File: config.mk
export PLATFORM = sky130hd
export DESIGN_NAME = mem_arbiter
export DESIGN_NICKNAME = d
export VERILOG_FILES = /design/src/rtl/mem_arbiter_pkg.sv /design/src/rtl/mem_arbiter_arb_pick.sv /design/src/rtl/mem_arbiter.sv
export SDC_FILE = /design/constraint.sdc
export NUM_CORES = 1
export LEC_CHECK = 0
export CAP_MARGIN = 20
export CORE_AREA = 2 2 107 109
export CTS_BUF_LIST = sky130_fd_sc_hd__clkbuf_8 sky130_fd_sc_hd__clkbuf_16
export DETAILED_ROUTE_END_ITERATION = 6
export DIE_AREA = 0 0 109 111
export DONT_BUFFER_PORTS = 1
export PLACE_DENSITY_LB_ADDON = 0.3
export RECOVER_POWER = 25
export SYNTH_ARGS = -nofsm -noshare
export SYNTH_HDL_FRONTEND = slang
export SYNTH_SLANG_ARGS = --single-unit
File: constraint.sdc
create_clock -name clk -period 1.7 [get_ports clk]
set_input_delay 0.255 -clock clk [delete_from_list [all_inputs] [get_ports clk]]
set_output_delay 0.255 -clock clk [all_outputs]
set_load 0.01 [all_outputs]
File: src/rtl/mem_arbiter_pkg.sv
// Shared state encodings, grant codes and word width for the instruction/data SRAM arbiter.
package mem_arbiter_pkg;

    localparam int WORD_W = 32;

    typedef enum logic [1:0] {
        ARB_IDLE  = 2'b00,
        ARB_OUT_I = 2'b01,
        ARB_OUT_D = 2'b10
    } arb_state_e;

    localparam logic [1:0] GNT_NONE = 2'b00;
    localparam logic [1:0] GNT_I    = 2'b01;
    localparam logic [1:0] GNT_D    = 2'b10;

endpackage

File: src/rtl/mem_arbiter_arb_pick.sv
// Combinational grant selection between the fetch and data ports; produces a one-hot grant.
module arb_pick
    import mem_arbiter_pkg::*;
(
    input  logic       i_elig,
    input  logic       d_elig,
    input  logic       ptr_d,
    output logic [1:0] grant
);

    // Single eligible requester wins outright; a tie follows the pointer (1 = data).
    always_comb begin
        grant = GNT_NONE;
        case ({d_elig, i_elig})
            2'b01: grant = GNT_I;
            2'b10: grant = GNT_D;
            2'b11: begin
                if (ptr_d) begin
                    grant = GNT_D;
                end else begin
                    grant = GNT_I;
                end
            end
            default: grant = GNT_NONE;
        endcase
    end

endmodule

File: src/rtl/mem_arbiter.sv
// Fixed-latency SRAM arbiter for instruction fetch and data ports.
// Define ARB_ROUND_ROBIN_EN for round-robin tie breaking; otherwise data wins ties.
module mem_arbiter
    import mem_arbiter_pkg::*;
(
    input  logic              clk,
    input  logic              resetn,
    input  logic              i_req,
    input  logic [WORD_W-1:0] i_addr,
    output logic              i_rdy,
    output logic [WORD_W-1:0] i_rdata,
    input  logic              d_req,
    input  logic [3:0]        d_wen,
    input  logic [WORD_W-1:0] d_addr,
    input  logic [WORD_W-1:0] d_wdata,
    output logic              d_rdy,
    output logic [WORD_W-1:0] d_rdata,
    output logic              sram_en,
    output logic [3:0]        sram_wen,
    output logic [WORD_W-1:0] sram_addr,
    output logic [WORD_W-1:0] sram_wdata,
    input  logic [WORD_W-1:0] sram_rdata
);

    arb_state_e  state_r;
    logic        run_r;
    logic        ptr_d_s;
    logic        i_elig_s;
    logic        d_elig_s;
    logic [1:0]  grant_s;

    // run_r holds off grants until the first rising edge after reset release.
    assign i_elig_s = run_r & i_req & (state_r != ARB_OUT_I);
    assign d_elig_s = run_r & d_req & (state_r != ARB_OUT_D);

    arb_pick u_pick (
        .i_elig (i_elig_s),
        .d_elig (d_elig_s),
        .ptr_d  (ptr_d_s),
        .grant  (grant_s)
    );

    // Drive the SRAM from the granted owner; all-zero when nothing is granted.
    always_comb begin
        sram_en    = 1'b0;
        sram_wen   = 4'b0000;
        sram_addr  = {WORD_W{1'b0}};
        sram_wdata = {WORD_W{1'b0}};
        case (grant_s)
            GNT_D: begin
                sram_en    = 1'b1;
                sram_wen   = d_wen;
                sram_addr  = d_addr;
                sram_wdata = d_wdata;
            end
            GNT_I: begin
                sram_en    = 1'b1;
                sram_addr  = i_addr;
            end
            default: begin
                sram_en    = 1'b0;
            end
        endcase
    end

    // Track which access is outstanding; reset discards any in-flight access.
    always_ff @(posedge clk or negedge resetn) begin
        if (!resetn) begin
            state_r <= ARB_IDLE;
            run_r   <= 1'b0;
        end else begin
            run_r <= 1'b1;
            case (grant_s)
                GNT_D:   state_r <= ARB_OUT_D;
                GNT_I:   state_r <= ARB_OUT_I;
                default: state_r <= ARB_IDLE;
            endcase
        end
    end

`ifdef ARB_ROUND_ROBIN_EN
    logic ptr_d_r;

    // After a tied grant the pointer names the requester that lost.
    always_ff @(posedge clk or negedge resetn) begin
        if (!resetn) begin
            ptr_d_r <= 1'b1;
        end else if (i_elig_s && d_elig_s) begin
            ptr_d_r <= (grant_s == GNT_I);
        end else begin
            ptr_d_r <= ptr_d_r;
        end
    end

    assign ptr_d_s = ptr_d_r;
`else
    assign ptr_d_s = 1'b1;
`endif

    assign i_rdy   = (state_r == ARB_OUT_I);
    assign d_rdy   = (state_r == ARB_OUT_D);
    assign i_rdata = i_rdy ? sram_rdata : {WORD_W{1'b0}};
    assign d_rdata = d_rdy ? sram_rdata : {WORD_W{1'b0}};

endmodule

==> results.cfg <==
; yosys + openroad results
[status]
status = finished with violations
violations = setup timing

[floorplanning]
dieArea_mm2 = 0.0121
die.size.x_um = 109

[synth]
yosys_warnings = 0
postSynthSeqShare_pct = 6.12
edf_count = 0
topCellsByArea = and2_1, and3_1, a22o_1
yosys_area_mm2 = 0.00123
yosysTopAreaCell = and2_1
numSynthFlops = 3
ys_cells = 179
synthCells = 179

[route]
drtAntennaViolNets = 0
drt-pass1-iter-count = 4
vias_per_cell = 4.42

[global_routing]
antenna_found_initial = 2
use_met3_pct = 2.00
first_global_vias = 1197

[place]
post-dp-hpwl_mm = 4.60
gp_congestion = 0.836

[pwr]
p_leak_nw = 0.848
p_sw_share_pct = 34.8
ir_worst_vdd_mv = 0.262
power.switching_w = 0.000297
p_clk_share_pct = 43.0
p_int_w = 0.000557
power_density_mw_per_mm2 = 471

[timing]
finalHoldViolations = 0
setup_ws_ns = -0.0659
setup_viol_count_final = 27
drv_slew = 0
post-route-period-util_pct = 104

[setup_path]
reg2reg_slack_ns = 0.35
crit_end = sram_addr[25]
reg2reg_to = state_r[0]
crit_start = state_r[1]
critPathRequiredTime_ns = 1.44
rr_worst_depth = 5

[layout]
finalNetCount = 322
fill_cells = 1227

[worst_hold_path]
hold_path.class = in -> async

[job]
warnings = 28
maxCapViolCount = 0

[cts]
clockBufferDepth = 2
cts_root_buf = clkbuf_16
clkTransAtPathRegs_ns = 0.03
## routing by layer
layer | routed length (um) | up-vias
li1 | - | 645
met2 | 3020 | 137
met4 | 125 | 0
met3 | 570 | 6
met1 | 2050 | 670
met5 | 0 | -
## placed cells by master (no fill, tap or decap), types with 2 or more instances in the layout
cell type and count:
a211oi_2 5, a22o_1 8, a22o_2 7, a22o_4 12, and2_1 64, and3_1 35, buf_12 4, buf_4 12
buf_6 4, clkbuf_16 4, dfrtp_1 3, diode_2 2, inv_1 2, nand3_1 3, o21ai_0 6
## worst min-delay path by stage
stage	start	end	slack [ns]
2_1_floorplan	resetn	run_r	-0.04
3_3_place_gp	resetn	run_r	-0.04
3_5_place_dp	resetn	state_r[0]	-0.04
4_1_cts	resetn	state_r[1]	0.29
5_1_grt	resetn	run_r	0.30
6_report	resetn	state_r[1]	0.29
## layout make-up
type | instances | area (um2) | share of cell area [%]
clock inverter | 1 | 3.75 | 0.207
sequential | 3 | 75.1 | 4.14
tap | 143 | 179 | 9.87
multi-input combinational | 154 | 1210 | 67.0
clock buffer | 3 | 75.1 | 4.14
inverter | 2 | 10.0 | 0.552
timing repair buffer | 22 | 250 | 13.8
antenna | 2 | 5.00 | 0.276
## logic make-up after synthesis
group | count (synthesis) | share of synthesized area, %
compound gates | 41 | 27.4
buf+inv | 22 | 8.98
other cells | 1 | 0.306
simple gates | 112 | 57.1
flops | 3 | 6.12
## power by group through the flow
stage | registers (W) | clock network, W | logic (W)
2_1_floorplan | 0.0000795 | 0 | 0.000275
3_3_place_gp | 0.0000803 | 0 | 0.000333
3_5_place_dp | 0.0000804 | 0 | 0.000334
4_1_cts | 0.0000793 | 0.000377 | 0.000351
5_1_grt | 0.0000803 | 0.000383 | 0.000437
6_report | 0.0000797 | 0.000367 | 0.000407
## state kept, by name (all words and copies together), names as in the netlist
| signal | flops |
|---|---|
| state_r | 2 |
| run_r | 1 |
## what timing repair did
item,in CTS,in global routing
resized,6,25
hold buffers,1,0
cloned,0,2
pin swaps,1,6
setup buffers,2,5
endpoints found under the hold margin,3,0
setup endpoints to repair,33,64
## critical path: stages (launching register included)
cell and delay (ns):
dfrtp_1 0.40, a21boi_1 0.16, o211a_4 0.27, buf_12 0.16, a22o_2 0.29
## per-stage QoR
stage	cell area, um2	hold slack, ns
floorplan	1230	-0.0406
global placement	1450	-0.0402
detailed placement	1450	-0.0402
CTS	1580	0.293
global route	1810	0.301
finish	1810	0.289
logic_types.png
(3 px per um)
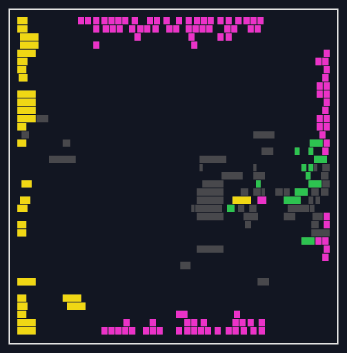
- yellow: AND-OR and OR-AND gates (cells 28; most used a22o_4)
- magenta: AND and OR gates (cells 101; most used and2_1; where spread over the die)
- green: inverting AOI/OAI gates (cells 13; most used o21ai_0; where middle right)
Non-Filler Instances: 330
most used logic cell in the final layout: and2_1
logic share of the area: 67.0%

wires.png
(3 px per um)
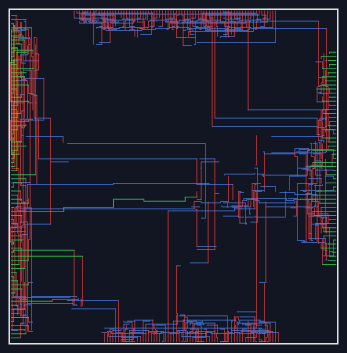
- green: metal 3 (wire length 571 um)
- red: metal 2 (wire length 3020 um)
- blue: metal 1 (wire length 2060 um)
- orange: metal 4 (wire length 125 um)
WL final: 5.77 mm
post-DR wirelength/cell: 17.5 um
All-Layer GR Usage: 7.20%

sizes.png
(3 px per um)
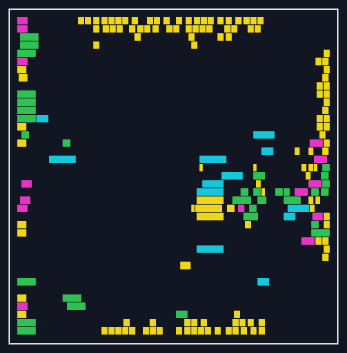
- green: _3 and _4 cells (cells 32; share 17%)
- magenta: _2 cells (cells 14; share 7.6%)
- yellow: _0 and _1 cells (cells 127; share 69%)
- cyan: _6 and larger (cells 12; share 6.5%)
final instance area: 0.00181 mm2
Setup WS post-layout: -0.0659 ns
Layout area overhead: 47.9%
count of non-CTS buffers in the layout: 22

io_fan.png
(4 px per um)
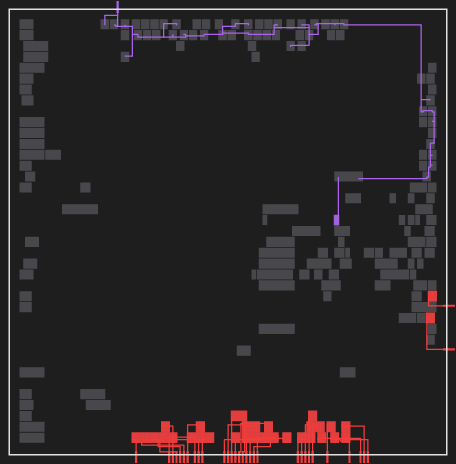
- purple: `i_rdy` (direction output; edge top; end cells 1; buffers 1; wire 211 um)
- red: `d_wdata` (direction input; edge 30 bottom, 2 right; end cells 32; buffers 0; wire 269 um)
io pins: 271
port bufs: 0

clocks.png
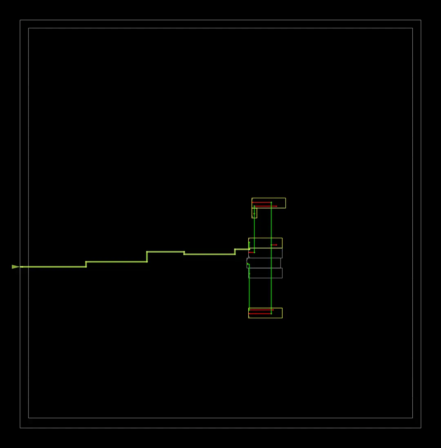
clock buf count: 3
total CTS buffers: 3
clk sinks: 3

No activity file was given, so power comes from the tool's default toggle rates.
